### Cell placement, run 1

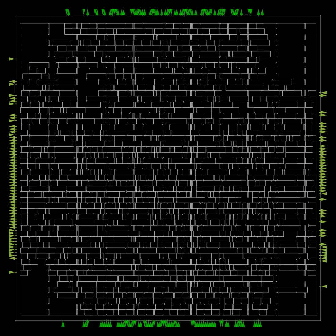
### Cell classes on the final placement, run 1

Fill, decap, tap and diode cells in gray.
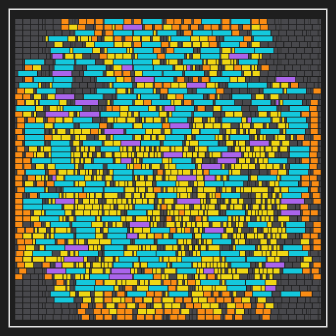
### Drive-strength map, run 1

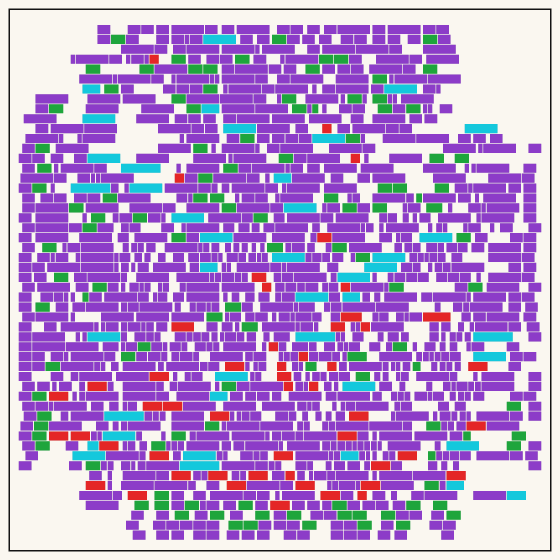
### Wiring by layer, run 1

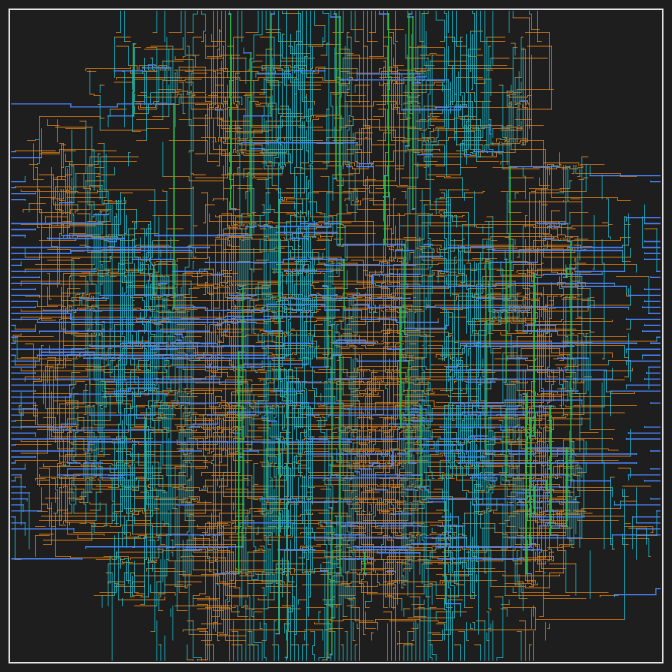
==> config.mk <==
export PLATFORM = sky130hd
export DESIGN_NAME = pc_fetch_unit
export DESIGN_NICKNAME = d
export VERILOG_FILES = /design/src/rtl/cpu_pkg.sv /design/src/rtl/fetch_redirect_buf.sv /design/src/rtl/pc_fetch_unit.sv
export SDC_FILE = /design/constraint.sdc
export NUM_CORES = 1
export LEC_CHECK = 0
export CORE_MARGIN = 2
export CORE_UTILIZATION = 56
export CTS_CLUSTER_SIZE = 14
export DETAILED_ROUTE_END_ITERATION = 8
export HOLD_SLACK_MARGIN = 0.03
export PLACE_DENSITY = 0.94
export SKIP_LAST_GASP = 1
export SYNTH_ARGS = -nofsm -noshare
export SYNTH_HDL_FRONTEND = slang
export SYNTH_HIERARCHICAL = 1
export SYNTH_SLANG_ARGS = --single-unit
==> constraint.sdc <==
create_clock -name clk -period 6.3 [get_ports clk]
set_input_delay 0.945 -clock clk [delete_from_list [all_inputs] [get_ports clk]]
set_output_delay 0.945 -clock clk [all_outputs]
set_load 0.01 [all_outputs]
==> src/rtl/cpu_pkg.sv <==
// Shared definitions for the fetch stage of the pipelined MIPS core.
//   - PC source select encodings driven by the PC-source resolver.
//   - Fetch sequencer state type.
//   - Default reset PC.
//   - Helper that decides whether a select value is a redirect.
package cpu_pkg;

  localparam logic [1:0] PCS_SEQ = 2'b00;
  localparam logic [1:0] PCS_BR  = 2'b01;
  localparam logic [1:0] PCS_JMP = 2'b10;
  localparam logic [1:0] PCS_RSV = 2'b11;

  localparam logic [31:0] RESET_PC_DEFAULT = 32'h0000_0000;

  typedef enum logic [1:0] {
    BOOT = 2'd0,
    REQ  = 2'd1,
    HOLD = 2'd2
  } fetch_state_e;

  // The reserved encoding behaves as sequential, so only BR and JMP redirect.
  function automatic logic pcs_is_redirect(input logic [1:0] sel);
    return (sel == PCS_BR) || (sel == PCS_JMP);
  endfunction

endpackage

==> src/rtl/fetch_redirect_buf.sv <==
// Single-entry redirect buffer for the fetch stage.
// Remembers a redirect that arrived while an I-cache request was still
// outstanding, so it can be applied once that request completes.
// Ports:
//   clk, rst_n  : clock, asynchronous active-low reset
//   set         : capture set_addr as the pending redirect (newest wins)
//   set_addr    : redirect target to capture
//   clr         : consume the pending redirect
//   pend        : a redirect is pending
//   addr        : pending redirect target
module fetch_redirect_buf (
  input  logic        clk,
  input  logic        rst_n,
  input  logic        set,
  input  logic [31:0] set_addr,
  input  logic        clr,
  output logic        pend,
  output logic [31:0] addr
);

  logic        pend_reg;
  logic [31:0] addr_reg;

  // A fresh redirect takes priority over consumption so that a redirect can
  // never be lost, even if both were ever requested in the same cycle.
  always_ff @(posedge clk or negedge rst_n) begin
    if (!rst_n) begin
      pend_reg <= 1'b0;
      addr_reg <= '0;
    end else if (set) begin
      pend_reg <= 1'b1;
      addr_reg <= set_addr;
    end else if (clr) begin
      pend_reg <= 1'b0;
    end
  end

  assign pend = pend_reg;
  assign addr = addr_reg;

endmodule

==> src/rtl/pc_fetch_unit.sv <==
// Fetch stage: owns the architectural PC, issues I-cache fetches with a
// hold-until-ready handshake and fills the IF/ID slot.
// Ports:
//   clk, rst_n                 : clock, asynchronous active-low reset
//   pc_source_ctrl             : 00 seq, 01 branch, 10 jump, 11 treated as seq
//   branch_target, jump_target : redirect targets
//   hazard_stall               : IF/ID must hold its contents
//   icache_req, icache_addr    : fetch request and word address
//   icache_ready, icache_rdata : request completes with this instruction word
//   if_valid, if_pc, if_pc_plus4, if_instr : IF/ID slot contents
module pc_fetch_unit
  import cpu_pkg::*;
#(
  parameter logic [31:0] RESET_PC = RESET_PC_DEFAULT,
  parameter logic [31:0] PC_INC   = 32'd4
) (
  input  logic        clk,
  input  logic        rst_n,
  input  logic [1:0]  pc_source_ctrl,
  input  logic [31:0] branch_target,
  input  logic [31:0] jump_target,
  input  logic        hazard_stall,
  output logic        icache_req,
  output logic [31:0] icache_addr,
  input  logic        icache_ready,
  input  logic [31:0] icache_rdata,
  output logic        if_valid,
  output logic [31:0] if_pc,
  output logic [31:0] if_pc_plus4,
  output logic [31:0] if_instr
);

  fetch_state_e state_reg, state_next;
  logic [31:0]  pc_reg, pc_next;
  logic [31:0]  skid_pc_reg, skid_instr_reg;
  logic         if_valid_reg, if_valid_next;
  logic [31:0]  if_pc_reg, if_pc_plus4_reg, if_instr_reg;

  logic         redirect;
  logic [31:0]  target;
  logic         slot_free;
  logic         load_fetch;   // IF/ID takes the word returning from the cache
  logic         load_skid;    // IF/ID takes the parked word
  logic         skid_wr;      // park the returning word
  logic         buf_set, buf_clr;
  logic         redir_pend;
  logic [31:0]  redir_addr;

  assign redirect  = pcs_is_redirect(pc_source_ctrl);
  assign target    = (pc_source_ctrl == PCS_BR) ? branch_target : jump_target;
  assign slot_free = !if_valid_reg || !hazard_stall;

  fetch_redirect_buf u_redir (
    .clk      (clk),
    .rst_n    (rst_n),
    .set      (buf_set),
    .set_addr (target),
    .clr      (buf_clr),
    .pend     (redir_pend),
    .addr     (redir_addr)
  );

  always_comb begin
    state_next = state_reg;
    pc_next    = pc_reg;
    load_fetch = 1'b0;
    load_skid  = 1'b0;
    skid_wr    = 1'b0;
    buf_set    = 1'b0;
    buf_clr    = 1'b0;
    // Without new data the slot empties once downstream takes it, and holds
    // while stalled. A redirect flushes it regardless of the stall.
    if_valid_next = if_valid_reg && hazard_stall;
    if (redirect) begin
      if_valid_next = 1'b0;
    end

    unique case (state_reg)
      BOOT: begin
        // A redirect seen during boot becomes the very first fetch address,
        // so no request is ever sent to RESET_PC in that case.
        state_next = REQ;
        if (redirect) begin
          pc_next = target;
        end
      end

      REQ: begin
        if (icache_ready) begin
          if (redirect || redir_pend) begin
            // The returning word is on the wrong path; drop it.
            pc_next = redirect ? target : redir_addr;
            buf_clr = 1'b1;
          end else if (slot_free) begin
            load_fetch    = 1'b1;
            if_valid_next = 1'b1;
            pc_next       = pc_reg + PC_INC;
          end else begin
            skid_wr    = 1'b1;
            pc_next    = pc_reg + PC_INC;
            state_next = HOLD;
          end
        end else if (redirect) begin
          // Request in flight: keep the address stable, remember the redirect.
          buf_set = 1'b1;
        end
      end

      HOLD: begin
        if (redirect) begin
          pc_next    = target;
          state_next = REQ;
        end else if (!hazard_stall) begin
          load_skid     = 1'b1;
          if_valid_next = 1'b1;
          state_next    = REQ;
        end
      end

      default: begin
        state_next = BOOT;
      end
    endcase
  end

  always_ff @(posedge clk or negedge rst_n) begin
    if (!rst_n) begin
      state_reg       <= BOOT;
      pc_reg          <= RESET_PC;
      skid_pc_reg     <= '0;
      skid_instr_reg  <= '0;
      if_valid_reg    <= 1'b0;
      if_pc_reg       <= '0;
      if_pc_plus4_reg <= '0;
      if_instr_reg    <= '0;
    end else begin
      state_reg    <= state_next;
      pc_reg       <= pc_next;
      if_valid_reg <= if_valid_next;
      if (skid_wr) begin
        skid_pc_reg    <= pc_reg;
        skid_instr_reg <= icache_rdata;
      end
      if (load_fetch) begin
        if_pc_reg       <= pc_reg;
        if_pc_plus4_reg <= pc_reg + PC_INC;
        if_instr_reg    <= icache_rdata;
      end else if (load_skid) begin
        if_pc_reg       <= skid_pc_reg;
        if_pc_plus4_reg <= skid_pc_reg + PC_INC;
        if_instr_reg    <= skid_instr_reg;
      end
    end
  end

  // Request is a pure function of state so an asynchronous reset drops it
  // immediately; the address is the PC, which only moves on completion.
  assign icache_req  = (state_reg == REQ);
  assign icache_addr = pc_reg;
  assign if_valid    = if_valid_reg;
  assign if_pc       = if_pc_reg;
  assign if_pc_plus4 = if_pc_plus4_reg;
  assign if_instr    = if_instr_reg;

endmodule

==> impl_metrics.toml, run 1 <==
# generated from flow reports
[placed_design]
io_buffers = 231
gp_congestion = 0.941
dp_cells = 1496
post-place-ws_ps = 1920
place_area_sq_mm = 0.0140
dpl.hpwl_microns = 22800

[clock_network]
hold_buffers = 0
postCtsSetupRepairBufs = 0
root_buffer = "clkbuf_16"
tritoncts = "built"
path_clk_slew_ps = 60
clock_path_buffers = 3
cts_resized = 0
cts_buffers = 24
htree_levels = 1
clkLatencyLatePin_ps = 520
cts_sinks = 226

[cells_and_area]
nonClkBufAreaFrac_pct = 16.3
final_cell_mix = "230 x clkdlybuf4s50_1, 226 x dfrtp_1, 99 x mux2_2"
lay_top_count = "clkdlybuf4s50_1"
inverters = 74
nets = 1361
logic_gate_count = 680
flop_area_sq_mm = 0.00566
clk_share_pct = 6.31
comb-cell-share_pct = 35.5
antenna_cells = 0
drive_gt1_share_pct = 16.3
largest_class = "registers"
n_clock_buffer = 34
final_cells = 1540
logic_area_sq_mm = 0.00531

[synthesis]
ff_type = "dfrtp_1"
ys_cells = 1074
yosysMostFrequentCell = "dfrtp_1"
ys.flops = 226
syn-num-nets = 1183
topCellsByArea = "dfrtp_1 49%, mux2_2 9.6%, a222oi_1 5.3%"
top_cells_by_count = "226 x dfrtp_1, 99 x mux2_2, 74 x inv_1, 67 x clkbuf_1, 64 x nand2_1"
synth_chip_area_sq_mm = 0.0116
ys_seq_share_pct = 48.6
synth_cells = 1074
ys_types = 67
syn_area_per_cell_sq_um = 10.8
yosys_warnings = 6
netlist_area_sq_mm = 0.0116
edf_count = 0
top_cell_area_share_pct = 48.6
synth_top_cell_by_area = "dfrtp_1"
async_flop_share_pct = 100

[final_timing]
maxSlewViolCount = 0
rsz0062_at_grt = "false"
tightest_slew_ps = 1170
fin_crit_ps = 3930
hold_viol = 0
min_period_over_period_pct = 62.4
max_freq_mhz = 255
holdWs_ps = 454
setup_viol = 0
finalSetupTns_ps = 0
skew_ps = 20.9
slew_headroom_pct = 21.6

[floorplanning]
die_height_microns = 148
taps = 270
die_area_sq_mm = 0.0219
ios = 232
die_w_microns = 148
core_util_floorplan_pct = 57.3

[pwr]
p_leak_nw = 6.55
seq-power_mw = 2.71
powerDensity_mw_per_mm2 = 471
switchingPower_mw = 2.51
power_clock_mw = 1.65
combPwrFrac_pct = 38.0
switching_share_pct = 35.7
clkPwrFrac_pct = 23.5
power.internal_mw = 4.53
total_power_mw = 7.04
power_frac_seq_pct = 38.5
comb_power_mw = 2.68
top_power_group = "sequential cells"
vdd_drop_max_mv = 0.274

[run]
warnings = 31
cap_violations = 0

[worst_setup_path]
reg2regPathDepth = 8
worst-endpoint-arrival_ps = 4310
crit_required_ps = 6680
start_kind = "input port"
worstSetupEndpoint = "if_instr[10]$_DFFE_PN0P_"
crit_fanout = 74
setup.worst_path.class = "input port to flop"
r2r-start = "state_reg[1]$_DFFE_PN0P_"
r2r-end = "if_instr[10]$_DFFE_PN0P_"
cp-startpoint = "pc_source_ctrl[1]"
r2r_slack_ps = 3080
worst_setup_path_end_kind = "flop"

[hold_path]
min_path_type = "input port to async pin"

[grt]
use_met1_pct = 40.2
busiest_layer = "met2"
met3_usage_pct = 5.98
grt_overflow = 0
met2_usage_pct = 50.8
grt_antenna_before_repair = 0
grt_pass1_vias = 10200
grt_max_degree = 107
grt_pass1_wl_microns = 54200

[routing]
drc_errors = 0
antenna_left = 0
drtPass1Iterations = 8
first_iter_violations = 1179
viasPerCell = 6.53

[run_status]
run_status = "completed"
Notes on 'Cell placement' above:
sequential cell area share: 37.8%
flop count: 226
Filler Cell Count: 1366
Core Util, Final: 73.7%
core area: 0.0203 sq mm

Notes on 'Cell classes on the final placement' above:
class	color	cells	share of their area
combinational and other logic	yellow	754	38%
sequential cells	cyan	226	39%
remaining buffers and delay cells	orange	246	17%
clock drivers and dummy loads	purple	44	6.5%
post-route cell area: 0.0150 sq mm
row cnt: 52

Notes on 'Drive-strength map' above:
size	color	cells	share
_2 cells	green	115	9.1%
_0 and _1 cells	purple	1063	84%
_6 and larger	cyan	41	3.2%
_3 and _4 cells	red	51	4.0%
PnR worst setup slack: 2370 ps
Non-Clock Buffer Count: 246
area delta synth->final: 28.5%

Notes on 'Wiring by layer' above:
layer	color	wire length
metal 4	green	1350 microns
metal 2	cyan	16800 microns
metal 3	blue	3370 microns
metal 1	orange	12600 microns
total wire length: 34100 microns
Via Count: 10100
Global Route Usage Sum: 30.9%
WL per Instance: 22.2 microns

-- run 1: cells by family after synthesis --
| logic type | synth area share (%) |
|---|---|
| adder cells (fa/ha/maj) | 0.753 |
| AND-OR/OR-AND | 15.2 |
| XOR/XNOR | 3.46 |
| multiplexers | 14.5 |
| buffers and inverters | 6.13 |
| flip-flops | 48.6 |
| AND/OR/NAND/NOR | 11.4 |
-- run 1: worst max-delay path: stages --
cell             delay (ps)
clkdlybuf4s50_1         450
inv_1                    40
ha_1                    610
nand4b_1                320
a21oi_4                 960
nor2_4                  -10
buf_4                   390
a222oi_1                440
inv_1                   100
-- run 1: metal layers --
metal / routed length [microns] / share of wire (%)
met5: 0 / 0
met3: 3370 / 9.9
met1: 12600 / 37
met4: 1350 / 3.9
met2: 16800 / 49
### Nets reached from selected ports, run 1

The bar under the picture is 50 microns long.
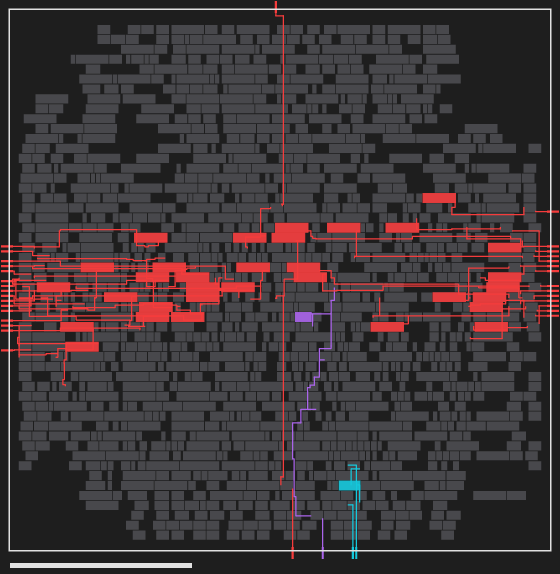

==> run 2, diff against run 1 <==
Settings changed: CORE_UTILIZATION 56 to 52, PLACE_DENSITY 0.94 to 0.88.
Clock period 6.3 ns to 3.75 ns, I/O delays scaled along.
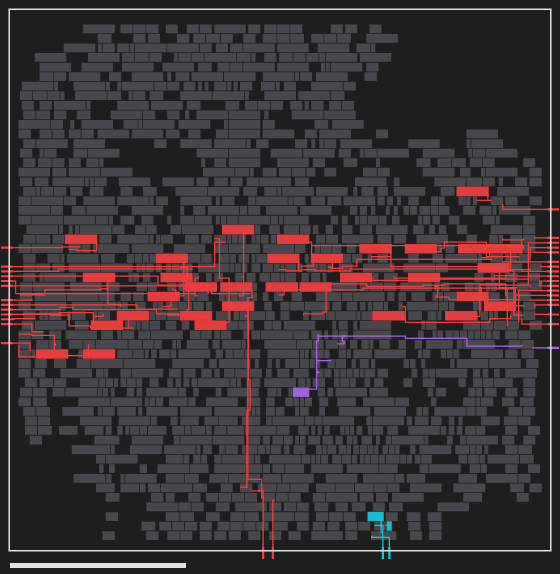
*Nets reached from selected ports, run 2*
The bar under the picture is 50 microns long.
port	color	direction	end cells	buffers	wire
icache_req	purple	output	1	1	93.9 microns
pc_source_ctrl	cyan	input	2	2	23.5 microns
if_pc_plus4	red	output	32	32	1730 microns

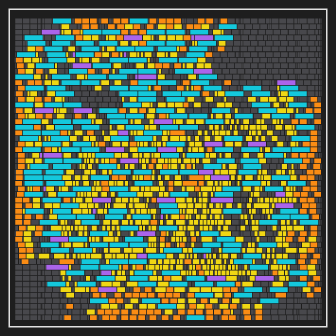
*Cell classes on the final placement, run 2*
Fill, decap, tap and diode cells in gray.
class	color	cells	share of their area
remaining buffers and delay cells	orange	258	18%
sequential cells	cyan	226	39%
combinational and other logic	yellow	754	38%
clock drivers and dummy loads	purple	41	5.5%
Core Util, Final: 68.3%
row cnt: 54

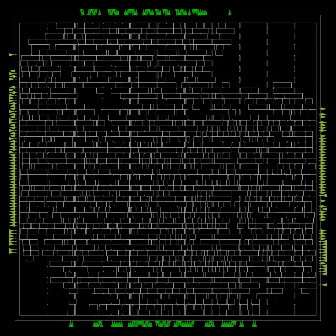
*Cell placement, run 2*
core area: 0.0219 sq mm
tapcell count: 280
Filler Cell Count: 1621

==> run 2 against run 1 <==
Compared with the run above: worst setup slack worse by 1600 ps; clock-buffer cell count grew 2; highest routed layer unchanged; wire length hardly changed; critical path type is now flop to flop; largest cell class unchanged; critical path depth down 3; cell area about the same; sequential share of layout area barely moved.
==> impl_metrics.toml, run 2 <==
# generated from flow reports
[cells_and_area]
final_cell_mix = "230 x clkdlybuf4s50_1, 226 x dfrtp_1, 99 x mux2_2"
lay_top_count = "clkdlybuf4s50_1"
antenna_cells = 0
n_clock_buffer = 36
largest_class = "registers"
flops = 226
comb-cell-share_pct = 35.5
syn_to_final_growth_pct = 28.6
flop_area_sq_mm = 0.00566
seq_area_share_pct = 37.8
drive_gt1_share_pct = 16.4
inverters = 74
logic_gate_count = 680

[clock_network]
htree_levels = 1
clkLatencyLatePin_ps = 540
root_buffer = "clkbuf_16"
cts_sinks = 226
cts_buffers = 25
path_clk_slew_ps = 60
clock_path_buffers = 3
postCtsSetupRepairBufs = 0
cts_resized = 0

[pwr]
comb_power_mw = 4.48
seq-power_mw = 4.53
power_frac_seq_pct = 39.6
powerDensity_mw_per_mm2 = 765
vdd_drop_max_mv = 0.430
power_clock_mw = 2.42
top_power_group = "sequential cells"
combPwrFrac_pct = 39.2
p_leak_nw = 6.54
power.internal_mw = 7.28

[routing]
finalWirelength_microns = 34100
top_layer_used = "met4"
wl_per_cell_microns = 21.9
antenna_left = 0
viasPerCell = 6.32
first_iter_violations = 1234
wl_met1_microns = 13200
vias = 9853

[grt]
grt_pass1_vias = 9978
grt_pass1_wl_microns = 54300
busiest_layer = "met2"
track_usage_pct = 28.5
use_met1_pct = 37.8
grt_overflow = 0
grt_max_degree = 99

[worst_setup_path]
r2r_slack_ps = 820
setup.worst_path.class = "flop to flop"
cp-startpoint = "icache_addr[2]$_DFFE_PN0P_"
reg2regPathDepth = 6
critical_path.max_stage_delay_ps = 1000
crit_required_ps = 4210
path_depth = 6
worst_setup_path_end_kind = "flop"
crit_fanout = 9
r2r-end = "icache_addr[28]$_DFFE_PN0P_"
path_buffers = 0
cp_top_family = "simple AND/OR/NAND/NOR gates"
worstSetupEndpoint = "icache_addr[28]$_DFFE_PN0P_"
crit_chain = "ha_1 -> nand3_2 -> nor4_2 -> nand2_1 -> o41ai_1 -> a32o_1"
r2r-start = "icache_addr[2]$_DFFE_PN0P_"

[synthesis]
yosys_warnings = 6
top_cells_by_count = "226 x dfrtp_1, 99 x mux2_2, 74 x inv_1, 67 x clkbuf_1, 64 x nand2_1"
topCellsByArea = "dfrtp_1 49%, mux2_2 9.6%, a222oi_1 5.3%"
ff_type = "dfrtp_1"
ys_cells = 1074
edf_count = 0
synth_chip_area_sq_mm = 0.0116
ys_seq_share_pct = 48.6
syn-num-nets = 1183
synth_top_cell_by_area = "dfrtp_1"
ys.flops = 226
synth_cells = 1074

[final_timing]
finalSetupTns_ps = 0
setup_slack_ps = 816
min_period_over_period_pct = 78.2
setup_viol = 0
maxSlewViolCount = 0
slew_headroom_pct = 25.3
skew_ps = 15.0
fin_crit_ps = 2930
max_freq_mhz = 341

[floorplanning]
die_w_microns = 154
die_height_microns = 154
ios = 232
core_util_floorplan_pct = 53.1
die_area_sq_mm = 0.0236

[placed_design]
post-place-ws_ps = 579
gp_congestion = 0.915
dpl.hpwl_microns = 23400
io_buffers = 231

[run]
warnings = 29
cap_violations = 0

[hold_path]
min_path_type = "input port to async pin"

[run_status]
run_status = "completed"
==> run 2: logic make-up (layout without fill, tap and decap cells) <==
family          count (synthesis)  in the layout  share of synthesized area, %
mux                           142            142                          14.5
flops                         226            226                          48.6
compound gates                239            239                          15.2
xor+xnor                       46             46                          3.46
buf+inv                       168            373                          6.13
fa+ha+maj                       7              7                         0.753
simple gates                  246            246                          11.4
==> run 2: through the flow <==
step	cells	hold WS [ps]	power, mW	instance area [sq um]	util (%)
final	1559	32.3	11.4	15000	68.3
after floorplan	1074	267	6.68	11600	-
after detailed placement	1518	469	8.94	14200	64.7
after global routing	1559	100	12.0	15000	68.3
after global placement	1518	460	8.79	14200	64.7
after CTS	1559	88.3	11.4	15000	68.3
Power is estimated from default activity; no workload was simulated.
